### src/rtl/dmem_arbiter_pkg.sv
`default_nettype none
// ============================================================================
//  Module      : dmem_arbiter_pkg
//  Description : Shared constants for the data-memory arbiter: port indices,
//                byte-lane count and the all-lanes-off write-enable pattern.
//  Revision    : 1.0  initial release
// ============================================================================
package dmem_arbiter_pkg;

    // Port indices into the two-bit grant vectors
    localparam int PORT_CPU = 0;
    localparam int PORT_LDR = 1;

    // Byte lanes per data word and the active-low "no lane written" pattern
    localparam int         c_num_lanes = 4;
    localparam logic [3:0] c_lanes_off = 4'hF;

endpackage
`default_nettype wire

### src/rtl/rr_arb2.sv
`default_nettype none
// ============================================================================
//  Module      : rr_arb2
//  Description : Two-input round-robin arbiter. Holds the last-grant pointer;
//                the pointer follows the final grant chosen by the parent,
//                which may override the round-robin choice.
//  Revision    : 1.0  initial release
// ============================================================================
module rr_arb2
    import dmem_arbiter_pkg::*;
(
    input  logic       clk,
    input  logic       rst,
    input  logic [1:0] i_req,
    input  logic [1:0] i_gnt_taken,
    output logic [1:0] o_gnt
);

    // Index of the port granted most recently; resets to the loader so the
    // CPU wins the first tie after reset.
    logic r_last;

    // Round-robin choice: a lone requester wins, a tie goes to the port not
    // granted last.
    always_comb begin
        o_gnt = i_req;
        if (i_req[PORT_CPU] && i_req[PORT_LDR]) begin
            if (r_last == 1'b1) begin
                o_gnt = 2'b01;
            end else begin
                o_gnt = 2'b10;
            end
        end
    end

    // Pointer moves only on a cycle where some port was actually granted.
    always_ff @(posedge clk or posedge rst) begin
        if (rst) begin
            r_last <= 1'b1;
        end else if (i_gnt_taken[PORT_CPU]) begin
            r_last <= 1'b0;
        end else if (i_gnt_taken[PORT_LDR]) begin
            r_last <= 1'b1;
        end
    end

endmodule
`default_nettype wire

### src/rtl/dmem_arbiter.sv
`default_nettype none
// ============================================================================
//  Module      : dmem_arbiter
//  Description : Two-port data-memory arbiter. Port 0 is the CPU execute
//                stage, port 1 the loader/debug path. Round-robin on ties,
//                a bounded lock for port 1, single-cycle grant, read data
//                returned one cycle later to the owning port.
//  Revision    : 1.0  initial release
// ============================================================================
module dmem_arbiter
    import dmem_arbiter_pkg::*;
#(
    parameter int AW       = 8,
    parameter int DW       = 32,
    parameter int LOCK_MAX = 8      // must fit in the 4-bit lock counter
)(
    input  logic                   clk,
    input  logic                   rst,
    input  logic                   p0_req,
    input  logic                   p0_we,
    input  logic [AW-1:0]          p0_addr,
    input  logic [DW-1:0]          p0_wdata,
    input  logic [c_num_lanes-1:0] p0_be,
    input  logic                   p1_req,
    input  logic                   p1_we,
    input  logic [AW-1:0]          p1_addr,
    input  logic [DW-1:0]          p1_wdata,
    input  logic [c_num_lanes-1:0] p1_be,
    input  logic                   p1_lock,
    output logic                   p0_gnt,
    output logic                   p1_gnt,
    output logic                   p0_rvalid,
    output logic                   p1_rvalid,
    output logic [DW-1:0]          rdata,
    output logic [AW-1:0]          mem_addr,
    output logic [DW-1:0]          mem_wdata,
    output logic [c_num_lanes-1:0] mem_wren_n,
    input  logic [DW-1:0]          mem_rdata
);

    localparam logic [3:0] c_lock_max = 4'(LOCK_MAX);

    logic [3:0] r_lock_cnt;     // consecutive locked port-1 grants while CPU waits
    logic       r_lock_hold;    // port 1 was granted with lock last cycle
    logic       r_tag_valid;    // a read was granted last cycle
    logic       r_tag_port;     // owner of that read

    logic [1:0] w_req;
    logic [1:0] w_rr_gnt;
    logic [1:0] w_gnt;
    logic       w_starve;
    logic       w_rd_issue;

    assign w_req    = {p1_req, p0_req};
    assign w_starve = (r_lock_cnt >= c_lock_max);

    rr_arb2 u_rr_arb2 (
        .clk         (clk),
        .rst         (rst),
        .i_req       (w_req),
        .i_gnt_taken (w_gnt),
        .o_gnt       (w_rr_gnt)
    );

    // Final grant: starvation relief for the CPU beats the loader lock, which
    // beats plain round-robin. Nothing is granted while reset is asserted.
    always_comb begin
        w_gnt = 2'b00;
        if (!rst) begin
            if (w_starve && p0_req) begin
                w_gnt = 2'b01;
            end else if (r_lock_hold && p1_req) begin
                w_gnt = 2'b10;
            end else begin
                w_gnt = w_rr_gnt;
            end
        end
    end

    assign p0_gnt = w_gnt[PORT_CPU];
    assign p1_gnt = w_gnt[PORT_LDR];

    // Memory-side mux: the granted port drives address/data; idle cycles park
    // the bus at zero with every lane write disabled.
    always_comb begin
        mem_addr   = '0;
        mem_wdata  = '0;
        mem_wren_n = c_lanes_off;
        w_rd_issue = 1'b0;
        if (w_gnt[PORT_CPU]) begin
            mem_addr   = p0_addr;
            mem_wdata  = p0_wdata;
            mem_wren_n = p0_we ? ~p0_be : c_lanes_off;
            w_rd_issue = ~p0_we;
        end else if (w_gnt[PORT_LDR]) begin
            mem_addr   = p1_addr;
            mem_wdata  = p1_wdata;
            mem_wren_n = p1_we ? ~p1_be : c_lanes_off;
            w_rd_issue = ~p1_we;
        end
    end

    // Lock bookkeeping: counter clears on any CPU grant or when the loader
    // lets go of lock/req; it only advances while the CPU is being held off.
    always_ff @(posedge clk or posedge rst) begin
        if (rst) begin
            r_lock_cnt  <= 4'd0;
            r_lock_hold <= 1'b0;
        end else begin
            r_lock_hold <= w_gnt[PORT_LDR] && p1_lock;
            if (w_gnt[PORT_CPU] || !p1_req || !p1_lock) begin
                r_lock_cnt <= 4'd0;
            end else if (w_gnt[PORT_LDR] && p0_req && (r_lock_cnt != 4'hF)) begin
                r_lock_cnt <= r_lock_cnt + 4'd1;
            end
        end
    end

    // Read-return tag: memory data lands one cycle after the address, so the
    // owner of a granted read is remembered for exactly one cycle.
    always_ff @(posedge clk or posedge rst) begin
        if (rst) begin
            r_tag_valid <= 1'b0;
            r_tag_port  <= 1'b0;
        end else begin
            r_tag_valid <= w_rd_issue;
            r_tag_port  <= w_gnt[PORT_LDR];
        end
    end

    assign p0_rvalid = r_tag_valid && (r_tag_port == 1'b0);
    assign p1_rvalid = r_tag_valid && (r_tag_port == 1'b1);
    assign rdata     = r_tag_valid ? mem_rdata : '0;

endmodule
`default_nettype wire

### config.mk
export PLATFORM = sky130hd
export DESIGN_NAME = dmem_arbiter
export DESIGN_NICKNAME = d
export VERILOG_FILES = /design/src/rtl/dmem_arbiter_pkg.sv /design/src/rtl/rr_arb2.sv /design/src/rtl/dmem_arbiter.sv
export SDC_FILE = /design/constraint.sdc
export NUM_CORES = 1
export LEC_CHECK = 0
export CAP_MARGIN = 20
export CORE_AREA = 2 2 79 81
export CTS_CLUSTER_SIZE = 25
export DETAILED_ROUTE_END_ITERATION = 7
export DIE_AREA = 0 0 81 83
export PLACE_DENSITY = 0.86
export SYNTH_ARGS = -nofsm -noshare
export SYNTH_HDL_FRONTEND = slang
export SYNTH_SLANG_ARGS = --single-unit
### constraint.sdc
create_clock -name clk -period 2 [get_ports clk]
set_clock_uncertainty 0.1 [all_clocks]
set_input_delay 0.3 -clock clk [delete_from_list [all_inputs] [get_ports clk]]
set_output_delay 0.3 -clock clk [all_outputs]
set_load 0.02 [all_outputs]
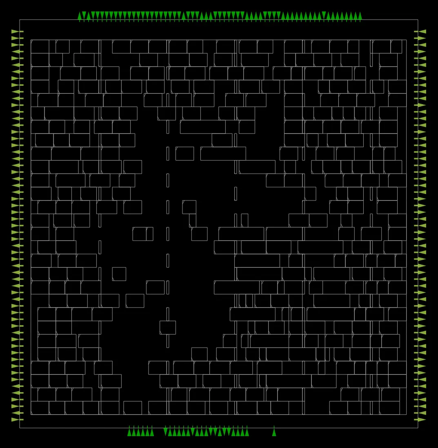
Figure 1: placement view.
num sequential: 8
Util after Layout: 61.5%
# fillers: 485
# Taps: 75

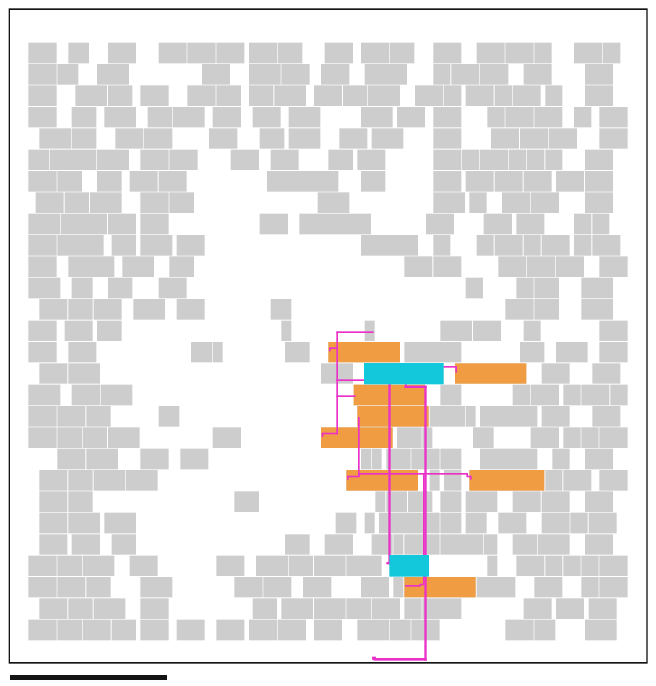
Figure 2: clock distribution.
Scale bar: 20 microns.
Key: flip-flops = orange [count 8]; cells driving clock nets = cyan [count 3]; clock wires = magenta [length 165 microns]
There are 4 routed clock nets.

==> changes_impl.md <==
### Physical design

- Fin worst setup slack: -0.227 ns
- Pre-CTS setup slack: -0.774 ns
- Buffers on Ports: 206
- Clock sink total: 8
- VDD IR-drop max: 255 uV
- Largest net degree at the start of global routing: 35
- Tool warnings: 30
- Worst setup EP type: primary output
- Clock slew at reported path FFs: 0.05 ns
- First-pass GRT wire length: 10200 microns
- Biggest area cells: a22o_1, and2_1, dfrtp_1
- Post-synthesis adder-cell area fraction: 2.31%
- Drc violations: 0
- Xor/xnor share: 1.62%
- Max clock buf depth: 2
- Setup Viol. Count Final: 45
- Met1 WL: 2400 microns
- Clk latency late pin: 0.23 ns
- Synth Area in Compound Gates: 39.4%
- Dominant flop cell: dfrtp_1
- Synth top cell by count: a22o_1
- Post-synth EDFFs: 0
- Mux frac, synth: 0.926%
- GR Util met3: 4.78%
- Worst hold slack: 0.332 ns
- Status: finished with violations
- Core area: 5820 sq um
- Synth flops: 8
- Clock buffer count from CTS: 3
- Area Overhead vs Synth: 231%
- Failing checks: setup timing
- Die Span Y: 83 microns
- Worst path slowest cell: dfstp_2
- Met3 WL: 775 microns
- Commonest non-fill, non-tap cells in the layout: clkdlybuf4s50_1, buf_6, a22o_1, and2_1, buf_4
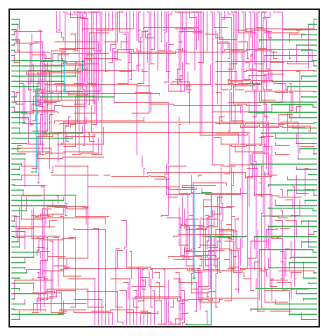
Figure 3: metal layers overlaid.
Key: met3 = green [wire length 775 microns]; met1 = red [wire length 2400 microns]; met4 = cyan [wire length 88.4 microns]; met2 = magenta [wire length 3610 microns]

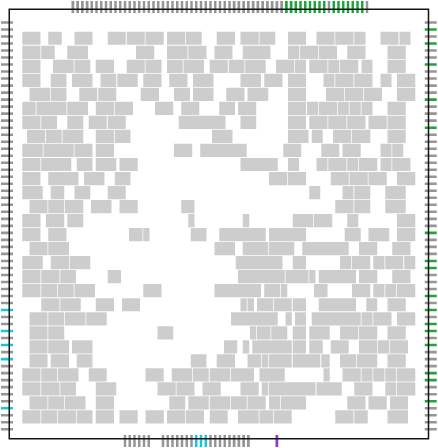
Figure 4: ports around the boundary.
Pins as bars across the die edge, other pins in grey.
Key: p0_addr = cyan [pins 8, direction input, edge 5 left, 3 bottom]; rdata = green [pins 32, direction output, edge 16 right, 16 top]; p0_req = purple [pins 1, direction input, edge bottom]
All pins by edge: 63 top, 59 left, 59 right, 26 bottom.

state kept, by name, summed over array words and instances (netlist names):
register,flops
r_lock_cnt,4
r_lock_hold,1
r_tag_port,1
r_tag_valid,1
u_rr_arb2.r_last,1
power breakdown:
group	total (uW)	switching, uW	internal [uW]
clock	211	72.3	139
combinational	873	337	536
sequential	176	4.60	172
total	1260	414	846
layout make-up:
type / count / area, sq um
repair buffers: 228 / 2380
fillers: 485 / 2240
multi-input cells: 101 / 833
flip-flops and latches: 8 / 201
well taps: 75 / 93.8
clock buffers: 4 / 45.0
inverters: 7 / 26.3
diodes: 1 / 2.50
repair_timing:
item,4_1_cts,5_1_grt
pin swaps,5,8
buffers inserted,1,2
setup endpoints to repair,46,46
resized,225,70
cloned,1,2
Power is estimated from default activity; no workload was simulated.
